Figure 1. Cell placement.
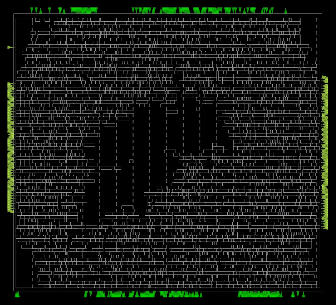
Figure 2. Signal metal coverage by tile.
25 x 23 tiles, from black (low) to pale yellow (high), scaled to the fullest tile. Values are wire area over tile area, all layers added.
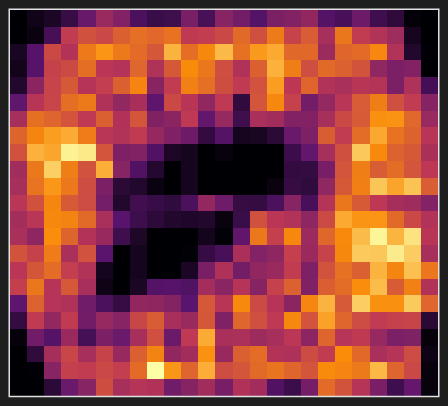
Figure 3. Met1 routing.
Supply wires on this layer in grey.
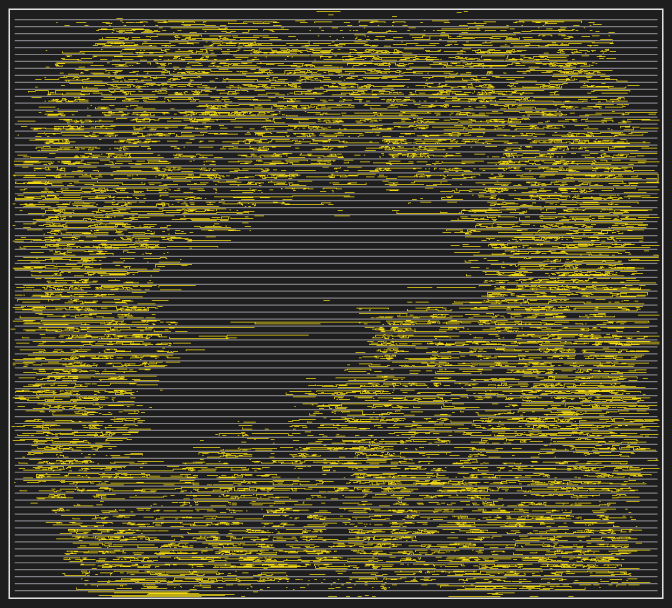
===== config.mk =====
export PLATFORM = sky130hd
export DESIGN_NAME = sec_carry_resolve
export DESIGN_NICKNAME = d
export VERILOG_FILES = /design/src/rtl/sec_carry_resolve.sv
export SDC_FILE = /design/constraint.sdc
export NUM_CORES = 2
export LEC_CHECK = 0
export CORE_ASPECT_RATIO = 0.9
export CORE_MARGIN = 1.5
export CORE_UTILIZATION = 56
export DETAILED_ROUTE_END_ITERATION = 8
export PLACE_DENSITY = 0.83
export SLEW_MARGIN = 20
export SYNTH_ARGS = -nofsm -noshare
export SYNTH_HDL_FRONTEND = slang
export SYNTH_SLANG_ARGS = --single-unit

===== constraint.sdc =====
create_clock -name clk -period 28.5 [get_ports clk]
set_input_delay 2.85 -clock clk [delete_from_list [all_inputs] [get_ports clk]]
set_output_delay 2.85 -clock clk [all_outputs]
set_load 0.02 [all_outputs]

===== src/rtl/sec_carry_resolve.sv =====
// sec_carry_resolve
//   Absorbs the carry of a Boolean-masked carry-save pair (s, c) into one
//   masked word z, with unmask(z) = unmask(s) + unmask(c) mod 2^K_WIDTH.
//   Each iteration is a DOM AND of s and c (MUL state, cross terms refreshed
//   with rnd and registered), followed by share-local recombination (CMB
//   state). The sum word is s ^ c and the next carry is (s & c) << 1.
//   Shares of different domains only meet inside registered cross terms
//   that are already masked with fresh randomness.
//
// Ports
//   clk, rst          rising-edge clock, asynchronous active-high reset
//   ena               global enable; low freezes FSM, counter, datapath
//   in_vld / in_rdy   input handshake (in_rdy high only in IDLE)
//   s_in, c_in        sum / carry shares, share i at [i*K_WIDTH +: K_WIDTH]
//   rnd / rnd_req     fresh randomness, consumed on every MUL cycle
//   out_vld / out_rdy output handshake
//   z                 resolved Boolean-masked sum shares
//
// Configuration
//   SEC_CARRY_CLR_EN  when defined, z reads as zero while out_vld is low and
//                     the datapath registers are wiped on DONE -> IDLE.
module sec_carry_resolve #(
  parameter int K_WIDTH   = 32,
  parameter int N_SHARES  = 3,
  parameter int MASKWIDTH = K_WIDTH * N_SHARES,
  parameter int RNDW      = K_WIDTH * N_SHARES * (N_SHARES - 1) / 2
) (
  input  logic                 clk,
  input  logic                 rst,
  input  logic                 ena,
  input  logic                 in_vld,
  output logic                 in_rdy,
  input  logic [MASKWIDTH-1:0] s_in,
  input  logic [MASKWIDTH-1:0] c_in,
  input  logic [RNDW-1:0]      rnd,
  output logic                 rnd_req,
  output logic                 out_vld,
  input  logic                 out_rdy,
  output logic [MASKWIDTH-1:0] z
);

  localparam int CNT_W = $clog2(K_WIDTH) + 1;

  typedef enum logic [1:0] {IDLE, MUL, CMB, DONE} state_t;

  state_t state, state_nxt;

  logic [CNT_W-1:0]   cnt;
  logic [CNT_W-1:0]   cnt_inc;
  logic               last_iter;

  logic [K_WIDTH-1:0] s_in_sh [N_SHARES];
  logic [K_WIDTH-1:0] c_in_sh [N_SHARES];
  logic [K_WIDTH-1:0] r_sh    [N_SHARES][N_SHARES];

  logic [K_WIDTH-1:0] s_q     [N_SHARES];
  logic [K_WIDTH-1:0] c_q     [N_SHARES];
  logic [K_WIDTH-1:0] a_q     [N_SHARES];
  logic [K_WIDTH-1:0] t_q     [N_SHARES][N_SHARES];
  logic [K_WIDTH-1:0] z_q     [N_SHARES];

  logic [K_WIDTH-1:0] g       [N_SHARES];
  logic [K_WIDTH-1:0] c_nxt   [N_SHARES];

  // Share unpacking, randomness distribution (r_ji mirrors r_ij) and output packing.
  for (genvar gi = 0; gi < N_SHARES; gi++) begin : g_share
    assign s_in_sh[gi] = s_in[gi*K_WIDTH +: K_WIDTH];
    assign c_in_sh[gi] = c_in[gi*K_WIDTH +: K_WIDTH];
`ifdef SEC_CARRY_CLR_EN
    assign z[gi*K_WIDTH +: K_WIDTH] = out_vld ? z_q[gi] : '0;
`else
    assign z[gi*K_WIDTH +: K_WIDTH] = z_q[gi];
`endif
    for (genvar gj = 0; gj < N_SHARES; gj++) begin : g_pair
      if (gi < gj) begin : g_upper
        // Lexicographic index of pair (gi, gj) among all i<j pairs.
        localparam int P = gi*N_SHARES - (gi*(gi+1))/2 + (gj - gi - 1);
        assign r_sh[gi][gj] = rnd[P*K_WIDTH +: K_WIDTH];
        assign r_sh[gj][gi] = rnd[P*K_WIDTH +: K_WIDTH];
      end else if (gi == gj) begin : g_diag
        assign r_sh[gi][gj] = '0;
      end
    end
  end

  assign cnt_inc   = cnt + CNT_W'(1);
  assign last_iter = (cnt_inc == CNT_W'(K_WIDTH - 1));

  // Share-local recombination of the registered DOM terms into the next carry.
  always_comb begin
    for (int i = 0; i < N_SHARES; i++) begin
      g[i] = '0;
      for (int j = 0; j < N_SHARES; j++) begin
        g[i] = g[i] ^ t_q[i][j];
      end
      c_nxt[i] = g[i] << 1;
    end
  end

  // FSM state register
  always_ff @(posedge clk or posedge rst) begin
    if (rst) begin
      state <= IDLE;
    end else if (ena) begin
      state <= state_nxt;
    end
  end

  always_comb begin
    state_nxt = state;
    case (state)
      IDLE: if (in_vld) state_nxt = (K_WIDTH == 1) ? DONE : MUL;
      MUL:  state_nxt = CMB;
      CMB:  state_nxt = last_iter ? DONE : MUL;
      DONE: if (out_rdy) state_nxt = IDLE;
      default: state_nxt = IDLE;
    endcase
  end

  always_comb begin
    in_rdy  = (state == IDLE);
    rnd_req = (state == MUL);
    out_vld = (state == DONE);
  end

  // Datapath: load -> MUL (masked DOM terms) -> CMB (carry update) -> DONE (z)
  always_ff @(posedge clk or posedge rst) begin
    if (rst) begin
      cnt <= '0;
      for (int i = 0; i < N_SHARES; i++) begin
        s_q[i] <= '0;
        c_q[i] <= '0;
        a_q[i] <= '0;
        z_q[i] <= '0;
        for (int j = 0; j < N_SHARES; j++) begin
          t_q[i][j] <= '0;
        end
      end
    end else if (ena) begin
      case (state)
        IDLE: begin
          if (in_vld) begin
            cnt <= '0;
            for (int i = 0; i < N_SHARES; i++) begin
              s_q[i] <= s_in_sh[i];
              c_q[i] <= c_in_sh[i];
              // A single-bit word has no carry to propagate.
              if (K_WIDTH == 1) z_q[i] <= s_in_sh[i] ^ c_in_sh[i];
            end
          end
        end
        MUL: begin
          for (int i = 0; i < N_SHARES; i++) begin
            a_q[i] <= s_q[i] ^ c_q[i];
            for (int j = 0; j < N_SHARES; j++) begin
              if (i == j) t_q[i][j] <= s_q[i] & c_q[j];
              else        t_q[i][j] <= (s_q[i] & c_q[j]) ^ r_sh[i][j];
            end
          end
        end
        CMB: begin
          cnt <= cnt_inc;
          for (int i = 0; i < N_SHARES; i++) begin
            s_q[i] <= a_q[i];
            c_q[i] <= c_nxt[i];
            // Only the MSB of the carry can remain; its carry-out is dropped.
            if (last_iter) z_q[i] <= a_q[i] ^ c_nxt[i];
          end
        end
        DONE: begin
`ifdef SEC_CARRY_CLR_EN
          if (out_rdy) begin
            for (int i = 0; i < N_SHARES; i++) begin
              s_q[i] <= '0;
              c_q[i] <= '0;
              a_q[i] <= '0;
              for (int j = 0; j < N_SHARES; j++) begin
                t_q[i][j] <= '0;
              end
            end
          end
`endif
        end
        default: ;
      endcase
    end
  end

endmodule


==> results_slide.txt <==
Run Summary

Place
  • PortBufs: 388
  • Detailed Place HPWL: 50500 um
  • Routability cong.: 0.867
  • Place WS: 21.79 ns

Routing
  • Via density: 5.51
  • Starting DRT DRC Count: 1427
  • Top sig layer: met5

Layout
  • Core Util, Final: 69.2%
  • Register area: 0.0168 mm2

CTS
  • CTS tree: yes
  • Cts repair resizes: 0
  • Root buffer cell: clkbuf_16
  • Clock sinks: 671
  • Clock-pin slew on the worst setup and hold paths: 0.06 ns

Logic synthesis
  • Basic Gates by Area: 7.13%
  • Synth Warn #: 0
  • Synthesis-stage register bit count: 671
  • Post-synth cell types: 32
  • XOR Share, Synth: 12.9%
  • Syn avg cell area: 11.2 um2
  • Top cells by area: dfrtp_1, mux2_2, xor2_1
  • Top cell type by instance count after synthesis: dfrtp_1
  • Dominant comb cell: multiplexers
  • Adder Area Share: 3.72%
  • Yosys Chip Area: 0.0319 mm2

Final timing
  • RSZ-0062 raised after global routing: false
  • Setup_tns: 0 ns
  • Setup Viol. Count Final: 0
  • Fin. Hold Viols: 0

Power and ir drop
  • Peak supply drop: 0.0485 mV

Setup path
  • Crit path capture type: async pin
  • WP depth: 5
  • Most frequent CP cell: buf_4
  • Crit. Startpoint: rst
  • Worst reg-to-reg path cell count: 6
  • CP max stage cell: buf_4

Floorplan
  • Die Y-Extent: 230 um

Status
  • Status: finished clean
About Figure 1:
TAP cells: 756
flop share of the area: 43.4%

About Figure 2:
fullest tile: 0.48
emptiest ninth of the die: centre
mean over tiles: 0.21
densest ninth of the die: middle right
nearly empty tiles: 7.1%
tiles over half the peak: 45%
overall routing resource usage: 26.4%
DR WL/cell: 19.1 um

About Figure 3:
longest straight run: 58.4 um
share of all routed wire: 42%
global routing usage on met1: 34.7%
Detailed Route WL: 76500 um
routed vias: 22060

-- layer usage --
metal	GRT usage, %	up-vias
li1	-	10302
met1	34.7	10979
met2	43.1	604
met3	5.94	163
met4	9.38	12
met5	0	-
-- registers in the layout, indices dropped and copies added, names as in the netlist --
register / flops
a_q: 96
c_q: 96
cnt: 6
s_q: 96
state: 2
t_q: 279
z: 96
-- cell usage in the layout (no fill, tap or decap), drive strengths merged, types with 3 or more instances in the layout --
cell | netlist | layout
a211oi | 3 | 3
diode | 0 | 8
dfrtp | 671 | 671
mux2i | 96 | 96
xnor2 | 189 | 189
nand3 | 6 | 6
ha | 95 | 95
a21o | 3 | 3
clkinv | 0 | 20
nand2 | 570 | 570
nor2 | 7 | 7
clkbuf | 75 | 103
xor2 | 281 | 281
inv | 5 | 7
nor2b | 3 | 3
o22ai | 90 | 90
o21ai | 385 | 385
buf | 72 | 20
mux2 | 283 | 283
clkdlybuf4s50 | 0 | 388
-- stage by stage --
stage               cells  hold WS, ns
floorplan            2848        0.469
global placement     3863        0.481
detailed placement   3863        0.491
CTS                  3991        0.504
global route         3996        0.520
finish               4001        0.498
-- layout make-up --
type | instances | area share, %
Sequential cell | 671 | 43.4
Multi-Input combinational cell | 2025 | 37.4
Inverter | 5 | 0.0678
Clock inverter | 25 | 0.517
Tap cell | 756 | 2.44
Clock buffer | 103 | 5.55
Timing Repair Buffer | 408 | 10.6
Antenna cell | 8 | 0.0517
-- power breakdown --
| part | total [mW] | switching (mW) | internal [mW] |
|---|---|---|---|
| Clock | 0.925 | 0.382 | 0.543 |
| Combinational | 1.49 | 0.769 | 0.719 |
| Sequential | 1.72 | 0.377 | 1.35 |
| Total | 4.14 | 1.53 | 2.61 |
Power and IR drop assume default switching activity.
